File: src/rtl/sha3_pkg.sv
// Shared SHA3 constants, lane addressing and byte-order helpers.
// Used by the squeeze-side reader and anything that indexes the 1600-bit state.
package sha3_pkg;

  localparam int unsigned LANE_W            = 64;
  localparam int unsigned STATE_W           = 1600;
  localparam int unsigned SHA3_512_DIGEST_W = 512;

  typedef enum logic {
    IDLE = 1'b0,
    SEND = 1'b1
  } squeeze_state_t;

  // Bit offset of lane (x,y) inside the flattened state vector.
  function automatic int unsigned lane_base(input int unsigned x, input int unsigned y);
    return LANE_W * (x + 5 * y);
  endfunction

  // Reverses the low nbytes bytes of d; bytes above nbytes come back as zero.
  function automatic logic [63:0] byte_swap(input logic [63:0] d, input int unsigned nbytes);
    logic [63:0] r;
    r = '0;
    for (int unsigned i = 0; i < 8; i++) begin
      if (i < nbytes) r[8*i +: 8] = d[8*(nbytes-1-i) +: 8];
    end
    return r;
  endfunction

endpackage

File: src/rtl/sha3_digest_squeezer.sv
// Captures the digest lanes of the final Keccak state and streams them out word by word.
// Latency: first word valid the cycle after capture; backpressure holds the word until dout_ready.
module sha3_digest_squeezer
  import sha3_pkg::*;
#(
  parameter int OUT_W          = 32,
  parameter int DIGEST_W       = SHA3_512_DIGEST_W,
  parameter bit BIG_ENDIAN_OUT = 1'b0
) (
  input  logic               clk,
  input  logic               rst_n,
  input  logic [STATE_W-1:0] state_in,
  input  logic               state_valid,
  output logic               state_ready,
  output logic [OUT_W-1:0]   dout,
  output logic               dout_valid,
  input  logic               dout_ready,
  output logic               dout_last,
  output logic               busy
);

  localparam int N     = DIGEST_W / OUT_W;
  localparam int CNT_W = (N > 1) ? $clog2(N) : 1;
  localparam logic [CNT_W-1:0] LAST_CNT = CNT_W'(N - 1);

  squeeze_state_t      fsm_q;
  logic [DIGEST_W-1:0] shift_q, shift_d;
  logic [CNT_W-1:0]    cnt_q, cnt_d;
  logic                dout_valid_q;
  logic                dout_last_q;
  logic                state_ready_q;
  logic [OUT_W-1:0]    word_lo;

  // Lanes beyond the digest are never consumed by this reader.
  logic unused_state_hi;
  assign unused_state_hi = ^state_in[STATE_W-1:DIGEST_W];

  assign shift_d = shift_q >> OUT_W;
  assign cnt_d   = cnt_q + 1'b1;

  always_ff @(posedge clk or negedge rst_n) begin
    if (!rst_n) begin
      fsm_q         <= IDLE;
      shift_q       <= '0;
      cnt_q         <= '0;
      dout_valid_q  <= 1'b0;
      dout_last_q   <= 1'b0;
      state_ready_q <= 1'b1;
    end else begin
      case (fsm_q)
        IDLE: begin
          if (state_valid) begin
            fsm_q         <= SEND;
            shift_q       <= state_in[DIGEST_W-1:0];
            cnt_q         <= '0;
            dout_valid_q  <= 1'b1;
            dout_last_q   <= (N == 1);
            state_ready_q <= 1'b0;
          end
        end
        SEND: begin
          if (dout_ready) begin
            if (cnt_q == LAST_CNT) begin
              fsm_q         <= IDLE;
              shift_q       <= '0;
              cnt_q         <= '0;
              dout_valid_q  <= 1'b0;
              dout_last_q   <= 1'b0;
              state_ready_q <= 1'b1;
            end else begin
              shift_q     <= shift_d;
              cnt_q       <= cnt_d;
              dout_last_q <= (cnt_d == LAST_CNT);
            end
          end
        end
        default: begin
          fsm_q         <= IDLE;
          dout_valid_q  <= 1'b0;
          dout_last_q   <= 1'b0;
          state_ready_q <= 1'b1;
        end
      endcase
    end
  end

  // The shift register is zero outside SEND, so dout reads zero while idle.
  assign word_lo = shift_q[OUT_W-1:0];
  assign dout    = BIG_ENDIAN_OUT ? OUT_W'(byte_swap(64'(word_lo), OUT_W / 8)) : word_lo;

  assign dout_valid  = dout_valid_q;
  assign dout_last   = dout_last_q;
  assign state_ready = state_ready_q;
  assign busy        = (fsm_q == SEND);

endmodule

File: config.mk
export PLATFORM = sky130hd
export DESIGN_NAME = sha3_digest_squeezer
export DESIGN_NICKNAME = d
export VERILOG_FILES = /design/src/rtl/sha3_pkg.sv /design/src/rtl/sha3_digest_squeezer.sv
export SDC_FILE = /design/constraint.sdc
export NUM_CORES = 1
export LEC_CHECK = 0
export ABC_AREA = 0
export CAP_MARGIN = 20
export CORE_AREA = 5 5 631 633
export CTS_CLUSTER_SIZE = 24
export DETAILED_ROUTE_END_ITERATION = 16
export DIE_AREA = 0 0 636 638
export PLACE_DENSITY = 0.3
export SYNTH_ARGS = -nofsm -noshare
export SYNTH_HDL_FRONTEND = slang
export SYNTH_SLANG_ARGS = --single-unit
File: constraint.sdc
create_clock -name clk -period 3.5 [get_ports clk]
set_clock_uncertainty 0.15 [all_clocks]
set_input_delay 0.525 -clock clk [delete_from_list [all_inputs] [get_ports clk]]
set_output_delay 0.525 -clock clk [all_outputs]
set_load 0.01 [all_outputs]
**Clock nets**

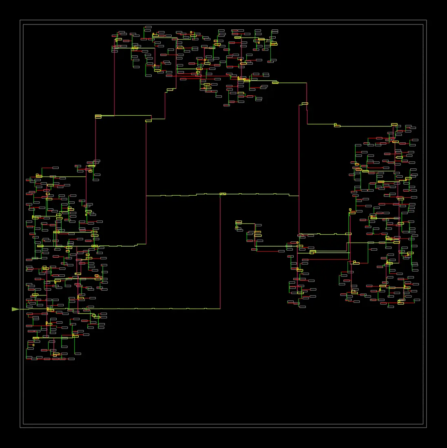
clkbuf count: 104
clock network power: 7.86 mW
sequential cell count: 520
clock buffers created by TritonCTS: 77
clock network latency to the later pin of the worst-skew pair: 0.80 ns

**Signal wires on met3**

Scale: 1 px per um.
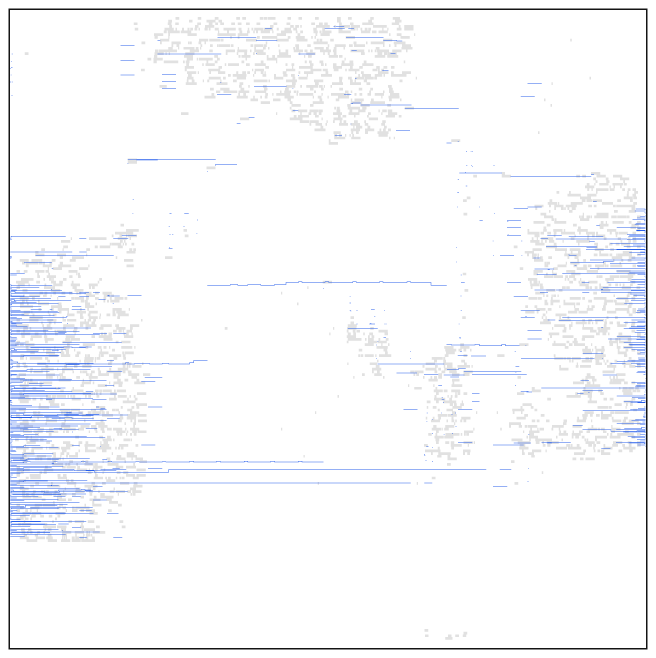
main direction: horizontal
wire length on this layer: 13400 um
share of all routed wire: 10%
longest straight run: 400 um

**PDN straps and rails**

Scale: 0.5 px per um. Pins as bars on the die edge. Tap cells in grey.
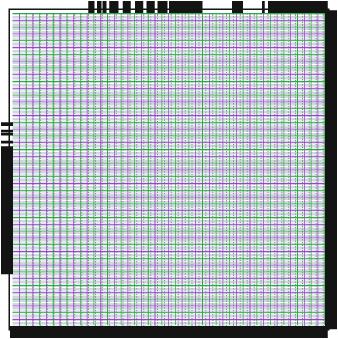
| colour | net |
|---|---|
| green | VDD |
| purple | VSS |
rows: 230
signal pins: 1640
met5 straps: 46
tap cells: 5220

==> job_summary.md <==
## Synthesis and layout report

| Metric | Value |
|---|---|
| Flip-flops with a built-in enable | `0` |
| Switching power as a share of total power | `33.8%` |
| Smallest hold slack | `0.179 ns` |
| Post-synthesis sequential element count | `520` |
| Aggregate routed wire length | `133 mm` |
| Worst path cell trace | `clkdlybuf4s50_1` |
| Relative area change from synthesis to final layout | `64.7%` |
| Hold_sp | `state_in[506]` |
| Worst reg2reg startpoint | `busy` |
| Launching instance or port of the critical path | `busy` |
| Synthesis area per yosys | `22300 sq um` |
| Placed insts | `7858` |
| Final Power | `22.7 mW` |
| Setup Slack @ Placement | `0.642 ns` |
| Run status | `complete, no violations` |
| Total via count in the routed design | `19049` |
| Register share after synthesis | `58.3%` |
| Total buffers and inverters traversed by the critical path | `1` |
| CP Depth | `1` |
| Vias in the first global route | `19565` |
| Nets in the synthesized netlist | `3831` |
| Area share, top type | `58.2%` |
| Worst reg-to-reg setup slack | `0.92 ns` |
| Clock transition at path regs | `0.06 ns` |
| TritonCTS clock tree | `done` |
| Syn Std Cell Area | `22300 sq um` |
| Logic depth of the worst register-to-register path | `5` |
| Commonest Layout Cell | `sky130_fd_sc_hd__clkdlybuf4s50_1` |
| Hold Path Stages | `2` |
| Number of antenna violations at the first check in global routing | `179` |
| Critical Path Slowest Stage Cell | `sky130_fd_sc_hd__dfrtp_1` |
| Unrepaired setup endpoints after global routing | `no` |
| Number of iterations in the first detailed-routing pass | `5` |
| PD cells | `618 nW/um^2` |
| Worst slew margin relative to its limit | `47.7%` |
| Clk pwr share | `34.6%` |
| Cell with the most instances after synthesis | `sky130_fd_sc_hd__dfrtp_1` |
| Post-route DRC violation count | `0` |
| DR iter-0 viols | `1220` |
| Warning count from the yosys run | `0` |
| Biggest cell delay along the critical path | `0.69 ns` |
| Number of instances in the synthesized netlist | `2225` |
| End of the worst register-to-register path | `shift_q[175]` |
| Combinational Power Share | `21.9%` |
| Xor/xnor share of the synthesized area | `0.157%` |
| Class of the worst hold path | `in -> reg` |
| Detailed Place HPWL | `105 mm` |
| Main logic family | `AND-OR/OR-AND gates` |
| Number of clock sinks seen by CTS | `520` |
| Number of vias per cell after detailed routing | `2.37` |
| Finished Layout Cells | `8027` |
| Count of cells resized by post-cts repair | `0` |
| Launching element type of the critical path | `flip-flop` |
| Max VDD drop | `315 uV` |
| Transition time at the pin with the least slew margin | `0.785 ns` |
| Synth cell types | `24` |
| Count of nets left with antenna violations after detail routing | `0` |
| Layer with the highest usage | `met2` |
| Primary FF master, synth | `sky130_fd_sc_hd__dfrtp_1` |
| Yosys cell count | `2225` |
| Critical path start-end classification | `reg -> out` |
| Global route total overflow | `0` |
| Category of cells accounting for the largest share of critical-path delay | `flip-flops` |
| Average wire per cell in the routed design | `16.6 um` |
| Hold Path Sink | `shift_q[506]` |
| Wire length of the first global-routing pass | `179 mm` |
| Met2 GRT Util | `10.2%` |
| Cell type with the largest total area after synthesis | `sky130_fd_sc_hd__dfrtp_1` |
| Net switching power figure | `7.68 mW` |
| Highest routing layer actually used | `met5` |
| Maximum fanout count along the critical path | `11` |
| Aggregate global-route resource usage | `6.41%` |
| M1 WL | `55.9 mm` |
| Die x size | `636 um` |
| Top area cells in the synthesized netlist | `sky130_fd_sc_hd__dfrtp_1, sky130_fd_sc_hd__a22oi_1, sky130_fd_sc_hd__o21ai_0` |
| Number of buffers inserted by post-CTS setup repair | `0` |
| Post-route cell area | `36800 sq um` |
| Synthesized area per cell | `10.0 sq um` |
| Compound-Gate Fraction of Synth Area | `28.3%` |
| Final Wtd Congestion | `0.750` |
| Floorplan row count | `230` |
| Clock buffer depth | `4` |
| Top logic cells by instance count in the layout | `sky130_fd_sc_hd__clkdlybuf4s50_1, sky130_fd_sc_hd__dfrtp_1, sky130_fd_sc_hd__inv_1` |
| Clock Tree Root | `sky130_fd_sc_hd__clkbuf_16` |
| Util after Layout | `9.40%` |
| Met1 usage | `7.71%` |
| Final Net Count | `4324` |
| Fmax | `352 MHz` |
| Post-layout minimum cycle time | `2.84 ns` |
| Fill cell total of the finished layout | `45425` |
| Final Max Tran Viols | `0` |
| Synth top cells by count | `sky130_fd_sc_hd__dfrtp_1, sky130_fd_sc_hd__inv_1, sky130_fd_sc_hd__a22oi_1, sky130_fd_sc_hd__o21ai_0, sky130_fd_sc_hd__buf_2` |
| Post-route clock period utilization | `81.3%` |
| Highest-power group | `registers` |
| Leakage power | `12.8 nW` |
| Sequential power share | `43.4%` |
| Total die size | `406000 sq um` |
| Registers with the highest flip-flop counts | `shift_q x512, cnt_q x4` |
| Count of max-cap constraint violations | `0` |
| Pin count of the biggest net entering global routing | `91` |
| I/O pin total | `1640` |
| Mux contribution to synthesized area | `0.146%` |
| Kind of end point of the critical path | `output pin` |
| Total internal power | `15.0 mW` |
| Fraction of final layout cells with drive strength greater than 1 | `6.65%` |
| Post-synthesis simple-gate area fraction | `0.314%` |
| Critical Path End | `busy` |
| Die Y-Extent | `638 um` |
| Final Hold Viols | `0` |
| Logic power comb | `4.99 mW` |
| Worst endpoint required time | `2.82 ns` |
| Core Footprint | `391000 sq um` |
| Number of warning messages in the logs | `1027` |
| Fraction of the core area occupied by cells at floorplan | `5.71%` |
| Most flops, register | `shift_q` |
| Final count of negative-setup-slack endpoints | `0` |
| Met3 layer wire length in the routed design | `13.4 mm` |
| Final setup margin | `0.655 ns` |
| Total sequential power | `9.87 mW` |
| GRT met3 Usage | `3.19%` |
| CP arrival | `2.17 ns` |
| Proportion of synthesized flip-flops having asynchronous set or reset | `100%` |
| Flip-flop count of the largest register after layout | `512` |
| Tally of buffers added on design ports | `551` |
| Synthesized-area fraction occupied by adder cells | `0.112%` |
| Cell area reported after detailed placement | `34200 sq um` |
| Setup total negative slack | `0 ns` |
| Wire length on met2 | `60.7 mm` |
| Clock H-tree levels | `3` |
**The metal 2 layer**

Scale: 1 px per um.
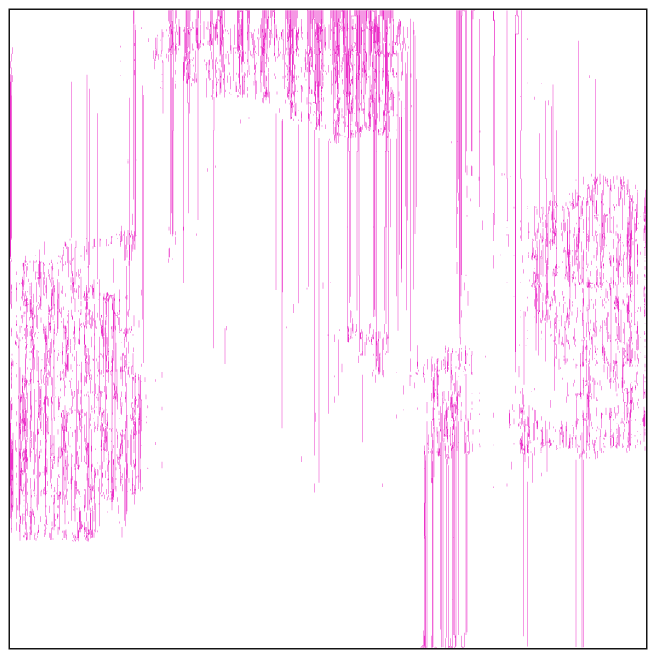
longest straight run: 344 um
nets with wire on the layer: 2577
share of all routed wire: 45%

**Signal wires by layer**

Scale: 1 px per um.
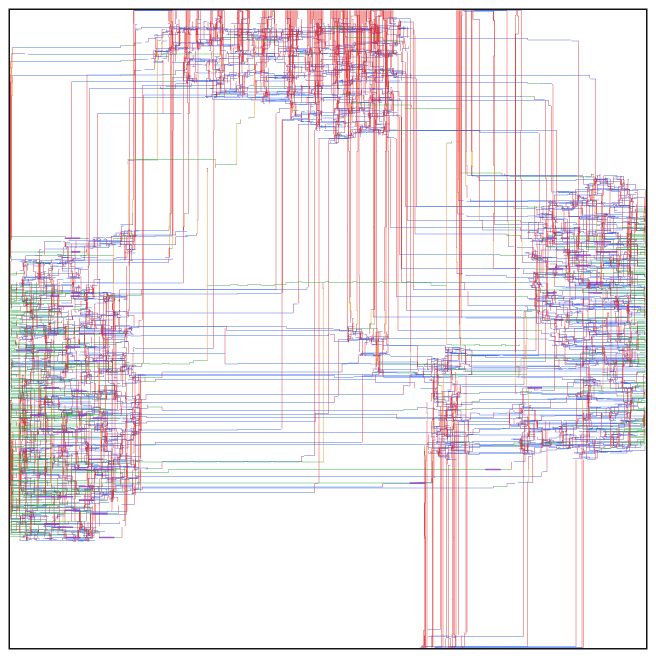
| colour | layer | wire length |
|---|---|---|
| purple | metal 5 | 633 um |
| red | metal 2 | 60.7 mm |
| green | metal 3 | 13400 um |
| orange | metal 4 | 2760 um |
| blue | metal 1 | 55.9 mm |

-- area by class of cell --
class / instances / area [sq um] / area share [%]
multi-input cells: 1022 / 6510 / 17.7
diodes: 39 / 97.6 / 0.265
repair buffers: 614 / 6350 / 17.3
inverters: 483 / 1810 / 4.93
clock buffers: 104 / 2190 / 5.95
clock inverters: 25 / 273 / 0.742
well taps: 5220 / 6530 / 17.8
flip-flops and latches: 520 / 13000 / 35.4
-- worst register-to-register path: cells and delay by family, from the launching register on --
family / cells / cell delay [ns]
buf+inv: 2 / 0.84
flops: 1 / 0.69
mux: 1 / 0.46
compound gates: 2 / 0.27
-- timing repair --
| action | CTS | global route |
|---|---|---|
| setup endpoints to repair | 0 | 0 |
| hold endpoints to repair | 45 | 0 |
| hold buffers | 1 | 0 |
Power figures rest on the tool's default switching activity, not on a simulated workload.
